## src/rtl/alu_arbiter.sv

```systemverilog
// Round-robin front end that lets NUM_REQ requesters share one external
// combinational ALU: accept one request, run it for a cycle, return the result.
module alu_arbiter #(
  parameter int NUM_REQ = 3,
  parameter int DATA_W  = 5,
  parameter int OP_W    = 5,
  parameter int CNT_W   = 8
) (
  input  logic                      clock,
  input  logic                      reset,
  input  logic [NUM_REQ-1:0]        req_valid,
  output logic [NUM_REQ-1:0]        req_ready,
  input  logic [DATA_W*NUM_REQ-1:0] req_opa,
  input  logic [DATA_W*NUM_REQ-1:0] req_opb,
  input  logic [OP_W*NUM_REQ-1:0]   req_op,
  input  logic [NUM_REQ-1:0]        req_cin,
  output logic [NUM_REQ-1:0]        rsp_valid,
  input  logic [NUM_REQ-1:0]        rsp_ready,
  output logic [DATA_W-1:0]         rsp_data,
  output logic                      rsp_err,
  output logic [DATA_W-1:0]         alu_operand_a,
  output logic [DATA_W-1:0]         alu_operand_b,
  output logic [OP_W-1:0]           alu_operation_sel,
  output logic                      alu_cin,
  input  logic [DATA_W-1:0]         alu_result,
  output logic                      busy,
  output logic [CNT_W-1:0]          ops_done
);

  localparam int IDX_W = (NUM_REQ > 1) ? $clog2(NUM_REQ) : 1;

  typedef enum logic [1:0] {
    IDLE = 2'd0,
    EXEC = 2'd1,
    RESP = 2'd2
  } state_e;

  state_e             state_q, state_d;
  logic [IDX_W-1:0]   last_grant_q, last_grant_d;
  logic [IDX_W-1:0]   grant_q, grant_d;
  logic [DATA_W-1:0]  opa_q, opa_d;
  logic [DATA_W-1:0]  opb_q, opb_d;
  logic [OP_W-1:0]    op_q, op_d;
  logic               cin_q, cin_d;
  logic [DATA_W-1:0]  rsp_data_q, rsp_data_d;
  logic               rsp_err_q, rsp_err_d;
  logic [CNT_W-1:0]   ops_done_q, ops_done_d;

  logic               pick_found;
  logic [IDX_W-1:0]   pick_idx;
  logic [IDX_W-1:0]   cand_idx;
  int                 cand;
  logic [NUM_REQ-1:0] pick_oh;
  logic [NUM_REQ-1:0] grant_oh;
  logic [DATA_W-1:0]  sel_opa;
  logic [DATA_W-1:0]  sel_opb;
  logic [OP_W-1:0]    sel_op;
  logic               sel_cin;
  logic               op_err;

  // Search starts one past the last winner, so the last winner ranks lowest.
  always_comb begin
    pick_found = 1'b0;
    pick_idx   = '0;
    cand       = 0;
    cand_idx   = '0;
    for (int k = 1; k <= NUM_REQ; k++) begin
      cand = int'(last_grant_q) + k;
      if (cand >= NUM_REQ) cand = cand - NUM_REQ;
      cand_idx = IDX_W'(cand);
      if (!pick_found && req_valid[cand_idx]) begin
        pick_found = 1'b1;
        pick_idx   = cand_idx;
      end
    end
  end

  assign pick_oh  = NUM_REQ'(1) << pick_idx;
  assign grant_oh = NUM_REQ'(1) << grant_q;

  assign sel_opa = DATA_W'(req_opa >> (pick_idx * DATA_W));
  assign sel_opb = DATA_W'(req_opb >> (pick_idx * DATA_W));
  assign sel_op  = OP_W'(req_op >> (pick_idx * OP_W));
  assign sel_cin = req_cin[pick_idx];

  // Opcodes above 14 are undefined; 3 (remainder) and 13 (divide) fault on B == 0.
  assign op_err = (op_q > OP_W'(14)) ||
                  (((op_q == OP_W'(3)) || (op_q == OP_W'(13))) && (opb_q == '0));

  // Handshakes: a request transfers on an edge where req_valid[i] && req_ready[i];
  // a response transfers on an edge where rsp_valid[g] && rsp_ready[g]. Both
  // ready/valid vectors are one-hot or zero, and requesters hold inputs until taken.
  always_comb begin
    state_d      = state_q;
    last_grant_d = last_grant_q;
    grant_d      = grant_q;
    opa_d        = opa_q;
    opb_d        = opb_q;
    op_d         = op_q;
    cin_d        = cin_q;
    rsp_data_d   = rsp_data_q;
    rsp_err_d    = rsp_err_q;
    ops_done_d   = ops_done_q;
    req_ready    = '0;
    rsp_valid    = '0;
    case (state_q)
      IDLE: begin
        if (pick_found) begin
          req_ready    = pick_oh;
          opa_d        = sel_opa;
          opb_d        = sel_opb;
          op_d         = sel_op;
          cin_d        = sel_cin;
          grant_d      = pick_idx;
          last_grant_d = pick_idx;
          state_d      = EXEC;
        end
      end
      EXEC: begin
        rsp_data_d = alu_result;
        rsp_err_d  = op_err;
        state_d    = RESP;
      end
      RESP: begin
        rsp_valid = grant_oh;
        if (rsp_ready[grant_q]) begin
          ops_done_d = ops_done_q + CNT_W'(1);
          state_d    = IDLE;
        end
      end
      default: state_d = IDLE;
    endcase
  end

  always_ff @(posedge clock) begin
    if (reset) begin
      state_q      <= IDLE;
      last_grant_q <= IDX_W'(NUM_REQ - 1);
      grant_q      <= '0;
      opa_q        <= '0;
      opb_q        <= '0;
      op_q         <= '0;
      cin_q        <= 1'b0;
      rsp_data_q   <= '0;
      rsp_err_q    <= 1'b0;
      ops_done_q   <= '0;
    end else begin
      state_q      <= state_d;
      last_grant_q <= last_grant_d;
      grant_q      <= grant_d;
      opa_q        <= opa_d;
      opb_q        <= opb_d;
      op_q         <= op_d;
      cin_q        <= cin_d;
      rsp_data_q   <= rsp_data_d;
      rsp_err_q    <= rsp_err_d;
      ops_done_q   <= ops_done_d;
    end
  end

  assign alu_operand_a     = opa_q;
  assign alu_operand_b     = opb_q;
  assign alu_operation_sel = op_q;
  assign alu_cin           = cin_q;
  assign rsp_data          = rsp_data_q;
  assign rsp_err           = rsp_err_q;
  assign ops_done          = ops_done_q;
  assign busy              = (state_q != IDLE);

endmodule

```

## config.mk

```make
export PLATFORM = sky130hd
export DESIGN_NAME = alu_arbiter
export DESIGN_NICKNAME = d
export VERILOG_FILES = /design/src/rtl/alu_arbiter.sv
export SDC_FILE = /design/constraint.sdc
export NUM_CORES = 1
export LEC_CHECK = 0
export CORE_MARGIN = 4
export CORE_UTILIZATION = 35
export CTS_CLUSTER_DIAMETER = 40
export DETAILED_ROUTE_END_ITERATION = 12
export HOLD_SLACK_MARGIN = 0.03
export PLACE_DENSITY_LB_ADDON = 0.25
export SYNTH_ARGS = -nofsm -noshare
export SYNTH_HDL_FRONTEND = slang
export SYNTH_SLANG_ARGS = --single-unit
```

## constraint.sdc

```tcl
create_clock -name clock -period 2.6 [get_ports clock]
set_input_delay 0.52 -clock clock [delete_from_list [all_inputs] [get_ports clock]]
set_output_delay 0.52 -clock clock [all_outputs]
set_load 0.05 [all_outputs]
```

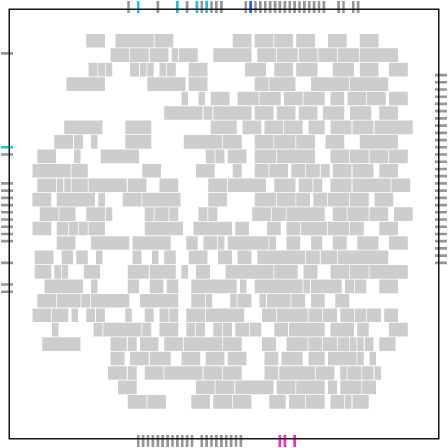
Fig. 1. Pin placement (run 1).
Pins as bars across the die edge, other pins in grey.
magenta -> `req_valid`  # pins 3, direction input, edge bottom
cyan -> `rsp_data`  # pins 5, direction output, edge 4 top, 1 left
blue -> `rsp_err`  # pins 1, direction output, edge top
all pins by edge = 32 top, 27 right, 24 bottom, 15 left

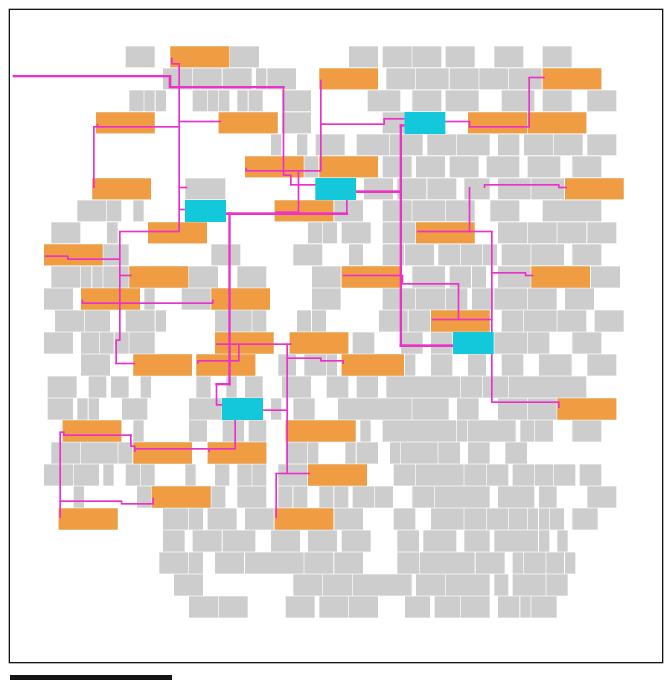
Fig. 2. Routed clock nets over the placement (run 1).
Bar = 20 µm.
magenta -> clock wires  # length 511 µm
orange -> flip-flops  # count 35
cyan -> clock-net drivers  # count 5
routed clock nets = 6
Clk power: 436 µW
Clock Power Share: 0.099
Worst-Skew Late Latency: 0.29 ns

==> out/qor.csv, run 1 <==
stage,metric,value,unit
routing,drt_iter0_markers,53,
sta,finalWorstSetupSlack,-0.1281,ns
pwr,internal-power,2.372,mW
place,routabilityCongestion,0.8463,
die,die_w,80.59,µm
place,dp_cells,378,
finish,layout_top_cells,"clkdlybuf4s50_1 (92), buf_4 (34), dfxtp_1 (33)",
finish,fin_cells,401,
setup_path,crit_buf_inv,3,
pwr,power.density,1310,mW/mm²
setup_path,crit_path_end_kind,output port,
setup_path,critPathKind,flop to output port,
sta,fin_hold_ws,0.4597,ns
setup_path,reg2reg_to,alu_operand_a[2],
setup_path,r2r_start,last_grant_q[1],
place,portBuffers,97,
finish,comb_area_frac,0.3480,
grt,antenna_found_initial,0,
finish,postLayoutCoreUtil,0.6590,
finish,regArea,705.7,µm²
sta,slew_headroom,0.6450,
setup_path,slowest_stage,dfxtp_2,
pwr,sw_frac_of_total,0.4620,
setup_path,crit_required,2.08,ns
grt,top_usage_layer,met2,
die,taps,70,
clocking,path_clk_slew,0.08,ns
sta,worst_slew_pin_slew,0.5315,ns
grt,grt-ovfl-total,0,
run_status,status,"finished, violations left",
yosys,synth-edff-count,0,
job,tool_warnings,32,
setup_path,worstRegToRegCells,10,
finish,seq-cell-share,0.2097,
pwr,top_power_group,combinational logic,
finish,inv_count,7,
pwr,seq-power,816,µW
sta,setup_viol,2,
finish,syn_to_final_growth,82.50,%
yosys,logic_family,AND-OR/OR-AND gates,
clocking,clock-sinks,35,
pwr,p_comb_frac,0.716,
pwr,leakage,1.301,nW
routing,ant_nets,0,
die,core-area,0.005107,mm²
run_status,violations,setup timing,
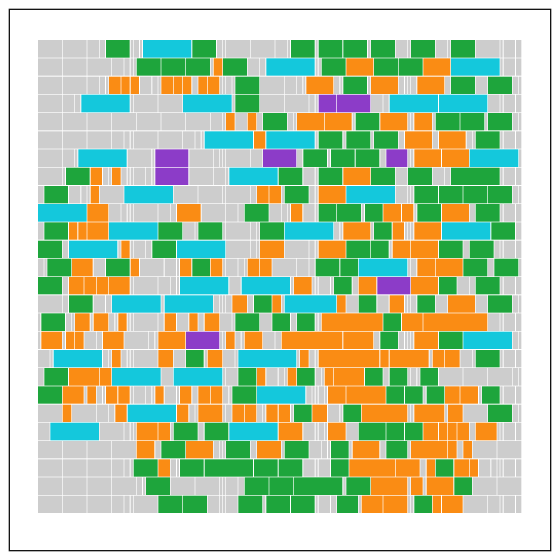
Fig. 3. Cells coloured by class (run 1).
Fill, decap, tap and diode cells in grey.
cyan -> registers  # cells 35
green -> remaining buffers and delay cells  # cells 132
purple -> clock drivers and dummy loads  # cells 8
orange -> remaining logic cells  # cells 156

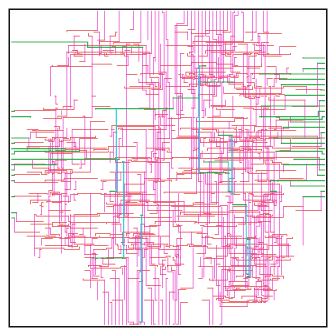
Fig. 4. Signal wires by layer (run 1).
red -> M1  # wire length 2700 µm
magenta -> M2  # wire length 3160 µm
green -> M3  # wire length 409 µm
cyan -> M4  # wire length 150 µm
drt wl/cell: 16.01 µm
final WL: 6420 µm
DR vias: 2097
GR Util All Layers: 0.2017

-- run 1: worst max-delay path by stage --
stage | endpoint | start | slack, ns | cells past startpoint
2_1_floorplan | req_ready[1] | last_grant_q[1] | 0.003 | 9
3_3_place_gp | req_ready[1] | req_valid[1] | -0.14 | 8
3_5_place_dp | req_ready[1] | req_valid[1] | -0.18 | 8
4_1_cts | req_ready[0] | last_grant_q[0] | -0.10 | 8
5_1_grt | req_ready[1] | last_grant_q[0] | -0.20 | 10
6_report | req_ready[1] | last_grant_q[1] | -0.13 | 9
-- run 1: registers in the layout, indices dropped and copies added (netlist names) --
name and count:
ops_done 8, alu_cin 1, alu_operation_sel 5, alu_operand_b 5, state_q 2, alu_operand_a 5
grant_q 1, last_grant_q 2, rsp_err 1, rsp_data 5
-- run 1: timing repair --
item | 4_1_cts | 5_1_grt
endpoints found under the setup margin | 2 | 12
cloned | 0 | 0
buffers inserted | 14 | 2
pin swaps | 6 | 3
resized | 9 | 7
-- run 1: synth_stat cells, drive strengths merged, types with 3 or more instances --
cell type	n	area share
a21o	3	0.012
a21oi	19	0.054
a222oi	5	0.027
buf	3	0.015
clkbuf	5	0.010
dfxtp	35	0.38
ha	5	0.034
inv	7	0.014
mux2	3	0.020
nand2	19	0.039
nand2b	6	0.020
nand3	10	0.027
nor2	15	0.031
nor3	3	0.0081
nor3b	4	0.019
o21ai	3	0.0081
o221a	23	0.14
xor2	5	0.024
-- run 1: per-stage QoR --
stage / cell area [µm²] / TNS [ns]
floorplan: 1917 / 0
global route: 3366 / -0.4414
CTS: 3328 / -0.1976
global placement: 3103 / -0.9906
finish: 3366 / -0.2133
detailed placement: 3103 / -1.660
--- run 2 (diff from run 1) ---
- CTS_CLUSTER_SIZE: default -> 30
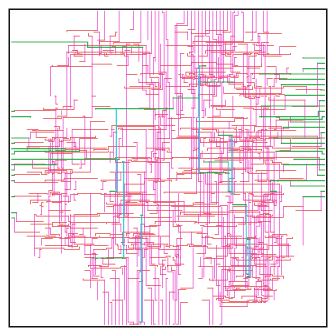
Fig. 5. Signal wires by layer (run 2).
magenta -> M2  # wire length 3160 µm
green -> M3  # wire length 409 µm
red -> M1  # wire length 2700 µm
cyan -> M4  # wire length 150 µm

==> run 2 against run 1 <==
  * Critical endpoint unchanged
  * Flip-flop count unchanged
  * Highest routed layer unchanged
  * Synthesized cell count did not move
  * Sequential share of layout area unchanged
  * Count of clock-buffer cells in the layout is the same
  * Critical path type unchanged
  * Die size is the same
  * The run still ends with setup timing left
==> out/qor.csv, run 2 <==
stage,metric,value,unit
run_status,status,"finished, violations left",
run_status,violations,setup timing,
setup_path,worst-path-stages,9,
yosys,top_cell,dfxtp_1,
routing,vias,2097,
clocking,path_clk_slew,0.08,ns
setup_path,worstRegToRegCells,10,
routing,drt_wl_total,6420,µm
grt,top_usage_layer,met2,
yosys,synth-edff-count,0,
sta,fin_setup_tns,-0.2133,ns
die,core-area,0.005107,mm²
yosys,top_area_cell,dfxtp_1,
routing,drt_iter0_markers,53,
setup_path,reg2reg_to,alu_operand_a[2],
grt,grt-ovfl-total,0,
place,dp_cells,378,
place,routabilityCongestion,0.8463,
sta,slew_headroom,0.6450,
sta,finalWorstSetupSlack,-0.1281,ns
yosys,area_leaders,"dfxtp_1 (38%), o221a_2 (7.3%), o221a_1 (6.7%), a21oi_1 (4.9%), nand2_1 (3.9%)",
yosys,top_area_frac,0.3799,
pwr,leakage,1.301,nW
setup_path,r2r_start,last_grant_q[1],
place,place_area,0.003103,mm²
sta,setup_viol,2,
finish,fin_cells,401,
finish,largest_reg_flops,8,
setup_path,critPathKind,flop to output port,
setup_path,worstSetupStartpoint,last_grant_q[1],
pwr,internal-power,2.372,mW
setup_path,crit_path_end_kind,output port,
finish,postLayoutCellArea,0.003366,mm²
finish,layout_top_cells,"clkdlybuf4s50_1 (92), buf_4 (34), dfxtp_1 (33)",
finish,syn_to_final_growth,82.50,%
grt,grt_usage,0.2017,
pwr,power.density,1310,mW/mm²
sta,worst_slew_pin_slew,0.5315,ns
die,die_w,80.59,µm
setup_path,crit_required,2.08,ns
yosys,ys_top_cells_by_count,"dfxtp_1 (35), nand2_1 (19), a21oi_1 (18)",
finish,postLayoutCoreUtil,0.6590,
## run 2: cell counts after synthesis
No cell type changed its count.
## run 2: how the worst max path moves through the flow
stage | slack [ns] | end
6_report | -0.13 | req_ready[1]
5_1_grt | -0.20 | req_ready[1]
4_1_cts | -0.10 | req_ready[0]
3_5_place_dp | -0.18 | req_ready[1]
3_3_place_gp | -0.14 | req_ready[1]
2_1_floorplan | 0.003 | req_ready[1]
## run 2: per-layer routing
metal  vias to the layer above  part of all wire
li1                       1027                 -
met1                       989              0.42
met2                        64              0.49
met3                        17             0.064
met4                         0             0.023
met5                         -                 0
## run 2: cells by family (layout without fill, tap and decap cells)
family,after synthesis,count (layout),share of synthesized area
AND/OR/NAND/NOR,66,66,0.1778
XOR/XNOR,7,7,0.03324
adder cells (fa/ha/maj),5,5,0.03392
AND-OR/OR-AND,67,67,0.3100
flip-flops,35,35,0.3799
buffers and inverters,15,147,0.03935
multiplexers,4,4,0.02578
## run 2: repair_timing
action                     in CTS  in global routing
setup endpoints to repair       2                 12
pin swaps                       6                  3
buffers inserted               14                  2
gates resized                   9                  7
## run 2: layout make-up
class / instances / area [µm²]
clock inverter: 2 / 16.27
fill: 433 / 1742
timing repair buffer: 132 / 1265
inverter: 7 / 37.54
tap: 70 / 87.58
sequential: 35 / 705.7
multi-input combinational: 149 / 1171
clock buffer: 6 / 82.58
## run 2: worst min-delay path, cell delays in order, from the launching register on
cell and delay, ns:
dfxtp_1 0.31, nand2_1 0.05, a21oi_1 0.05
## run 2: power by group through the flow
stage / combinational [mW] / sequential, mW / clock, mW
after detailed placement: 2.83 / 0.825 / 0
after global routing: 3.38 / 0.835 / 0.462
after global placement: 2.82 / 0.820 / 0
after CTS: 3.07 / 0.810 / 0.445
after floorplan: 1.45 / 1.21 / 0
final: 3.16 / 0.816 / 0.436
Fig. 6: run 2, cells coloured by class
Fill, decap, tap and diode cells in grey.
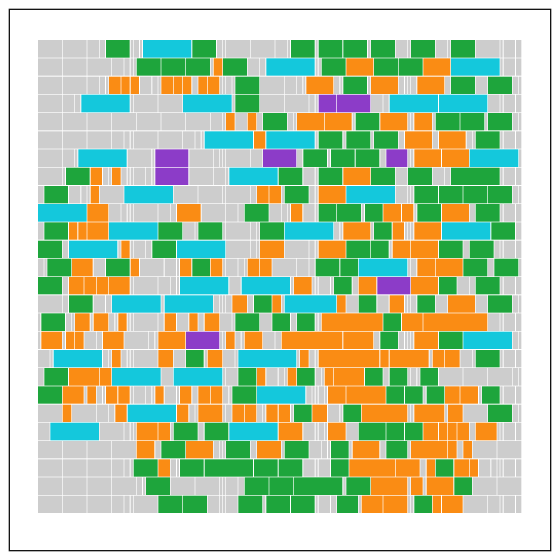

--- run 3 (diff from run 2) ---
- CORE_UTILIZATION: 35 -> 50
- DONT_BUFFER_PORTS: default -> 1
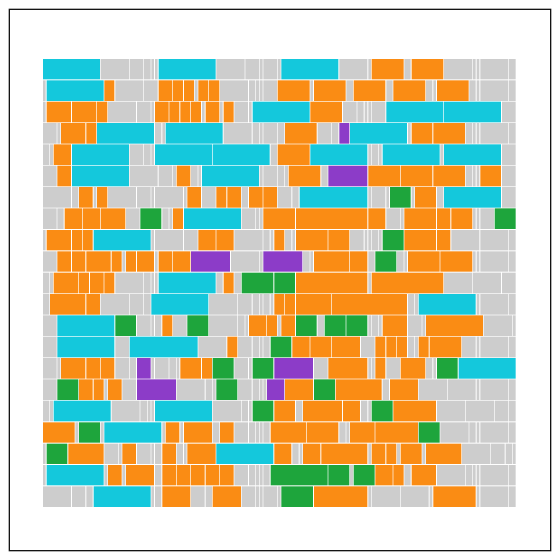
Fig. 7. Cells coloured by class (run 3).
Fill, decap, tap and diode cells in grey.
orange -> remaining logic cells  # cells 156
cyan -> registers  # cells 35
purple -> clock drivers and dummy loads  # cells 8
green -> remaining buffers and delay cells  # cells 28

==> run 3 against run 2 <==
  * Highest routed layer unchanged
  * Largest cell class is now combinational gates
  * Non-clock buffer count down 104
  * The flow still finishes with violations (setup timing)
  * Design area decreased by 31%
  * Setup slack gained 0.075 ns
  * Die size decreased by 27%
  * Sequential share of layout area up 9.6 points
  * Count of clock-buffer cells in the layout is the same
  * Critical endpoint unchanged
  * Register-to-register slack gained 0.07 ns
  * Cell count fell by 32%
==> out/qor.csv, run 3 <==
stage,metric,value,unit
setup_path,crit_fanout,4,
finish,layout_top_cells,"dfxtp_1 (33), buf_4 (25), nand2_1 (18)",
yosys,yosysUniqueCellTypes,46,
yosys,synth-edff-count,0,
grt,grt_pass1_wl,8211,µm
place,place_area,0.002052,mm²
sta,slew_headroom,0.5914,
yosys,top_area_frac,0.3799,
yosys,top_area_cell,dfxtp_1,
setup_path,crit_path_end_kind,output port,
sta,min_period,2.653,ns
sta,fmax,376.9,MHz
die,initial_core_util,0.5358,
finish,largest_reg_flops,8,
finish,postLayoutCellArea,0.002317,mm²
die,core-area,0.003442,mm²
finish,drive_gt1_frac,0.3216,
place,dp_cells,252,
clocking,path_clk_slew,0.07,ns
finish,diodes,0,
finish,fin_cells,273,
place,routabilityCongestion,0.7786,
routing,drt_wl_total,5454,µm
yosys,ys_top_cells_by_count,"dfxtp_1 (35), nand2_1 (19), a21oi_1 (18)",
sta,finalClockPeriodUsage,1.020,
clocking,cts_buffers,5,
setup_path,r2r_start,last_grant_q[0],
setup_path,crit_buf_inv,2,
run_status,status,"finished, violations left",
yosys,netlist_area,0.001844,mm²
routing,drt_iter0_markers,111,
routing,via_per_inst,6.513,
clocking,cts_setup_buffers,12,
pwr,leakage,0.9187,nW
clocking,clkLatencyLatePin,0.28,ns
yosys,yosys-stat-cells,199,
run_status,violations,setup timing,
setup_path,worstSetupStartpoint,last_grant_q[0],
setup_path,worstRegToRegCells,9,
finish,postLayoutCoreUtil,0.6732,
routing,wl_per_cell,19.98,µm
pwr,power.density,1636,mW/mm²
place,dpl.hpwl,4049,µm
setup_path,cp-endpoint,req_ready[1],
routing,vias,1778,
clocking,cts_max_path_buffers,2,
yosys,ys_seq_share,0.3799,
finish,layout.nets,292,
setup_path,cp-start-kind,flop,
die,die_w,68.74,µm
grt,grt-ovfl-total,0,
setup_path,path_cells,inv_4 -> ha_4 -> mux2_4 -> a21oi_4 -> a21bo_1 -> a21o_1 -> nand2_2 -> clkinvlp_4,
sta,fin_setup_tns,-0.05309,ns
setup_path,crit_required,2.08,ns
setup_path,critPathKind,flop to output port,
sta,hold_viol,0,
clocking,cts_tree,done,
setup_path,worst-path-stages,8,
die,chip_area,0.004725,mm²
sta,fin_worst_skew,0.004037,ns
clocking,clock-sinks,35,
die,ios,98,
pwr,p_total,3.791,mW
yosys,numSynthFlops,35,
yosys,area_leaders,"dfxtp_1 (38%), o221a_2 (7.3%), o221a_1 (6.7%), a21oi_1 (4.9%), nand2_1 (3.9%)",
finish,final_layout_top_logic_cell,dfxtp_1,
setup_path,reg2reg_to,alu_operation_sel[2],
yosys,top_cell,dfxtp_1,
setup_path,cpPeakStageDelay,0.36,ns
sta,worst_slew_pin_slew,0.6120,ns
sta,fin_hold_ws,0.2993,ns
sta,finalWorstSetupSlack,-0.05309,ns
yosys,synthArstFlopShare,0,
setup_path,rrSetupSlack,0.21,ns
sta,setup_viol,1,
routing,ant_nets,0,
job,tool_warnings,32,
place,portBuffers,0,
yosys,yosys-stat-area,0.001844,mm²
grt,antenna_found_initial,0,
clocking,h-tree-depth,2,
clocking,cts_resized,13,
place,dp_slack,-0.05806,ns
grt,grt_usage,0.2297,
finish,syn_to_final_growth,25.64,%
job,drv_cap,0,
setup_path,slowest_stage,dfxtp_4,
setup_path,cp_top_family,AND-OR/OR-AND gates,
[run 3: netlist changes by cell type in the layout (fill, tap and decap cells not counted), moves of 2 or more]
cell             delta
nor3b_2             +2
inv_2               -2
dlygate4sd2_1       -2
buf_4               -9
nand2b_4            +2
nand2b_1            -2
buf_12              -2
clkdlybuf4s50_1    -92
inv_4               +3
[run 3: logic make-up (layout without fill, tap and decap cells)]
family | Yosys count | after routing | share of synthesized area
buf+inv | 15 | 43 | 0.03935
fa+ha+maj | 5 | 5 | 0.03392
flops | 35 | 35 | 0.3799
simple gates | 66 | 66 | 0.1778
compound gates | 67 | 67 | 0.3100
mux | 4 | 4 | 0.02578
xor+xnor | 7 | 7 | 0.03324
[run 3: layout make-up]
class / count / area (µm²)
Timing Repair Buffer: 28 / 230.2
Fill cell: 285 / 1125
Sequential cell: 35 / 708.2
Multi-Input combinational cell: 149 / 1202
Clock buffer: 6 / 72.57
Clock inverter: 2 / 11.26
Inverter: 7 / 35.03
Tap cell: 46 / 57.56
[run 3: routing by layer]
layer	routed length, µm	global-route usage
met5	0	0
met1	2112	0.2716
met4	87	0.08273
met3	430	0.06807
met2	2823	0.3921
[run 3: worst min path at each step]
stage	depth (start not counted)	start	slack, ns	end
after floorplan	2	grant_q[1]	0.53	grant_q[1]
after global placement	2	grant_q[1]	0.55	grant_q[1]
after detailed placement	2	grant_q[1]	0.56	grant_q[1]
after CTS	1	reset	0.29	alu_operand_a[3]
after global routing	1	reset	0.29	rsp_data[0]
final	1	reset	0.30	alu_operand_a[3]
[run 3: power breakdown]
group,switching [mW],leakage [nW],internal (mW),total (mW)
registers,0.503,0.288,0.699,1.20
clock network,0.192,0.0455,0.188,0.380
logic,1.20,0.585,1.01,2.21
total,1.90,0.919,1.90,3.79

==> notes/layouts.md <==
Pictures saved along the way, in no particular order.

Placed standard cells.
image #1
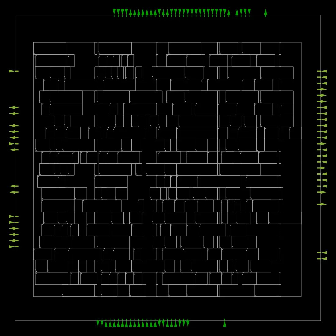
image #2
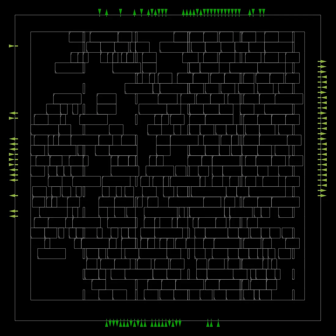
Of these, most cells: image #2
- image #2 = run 2
- image #1 = run 3

Power and IR drop assume default switching activity.
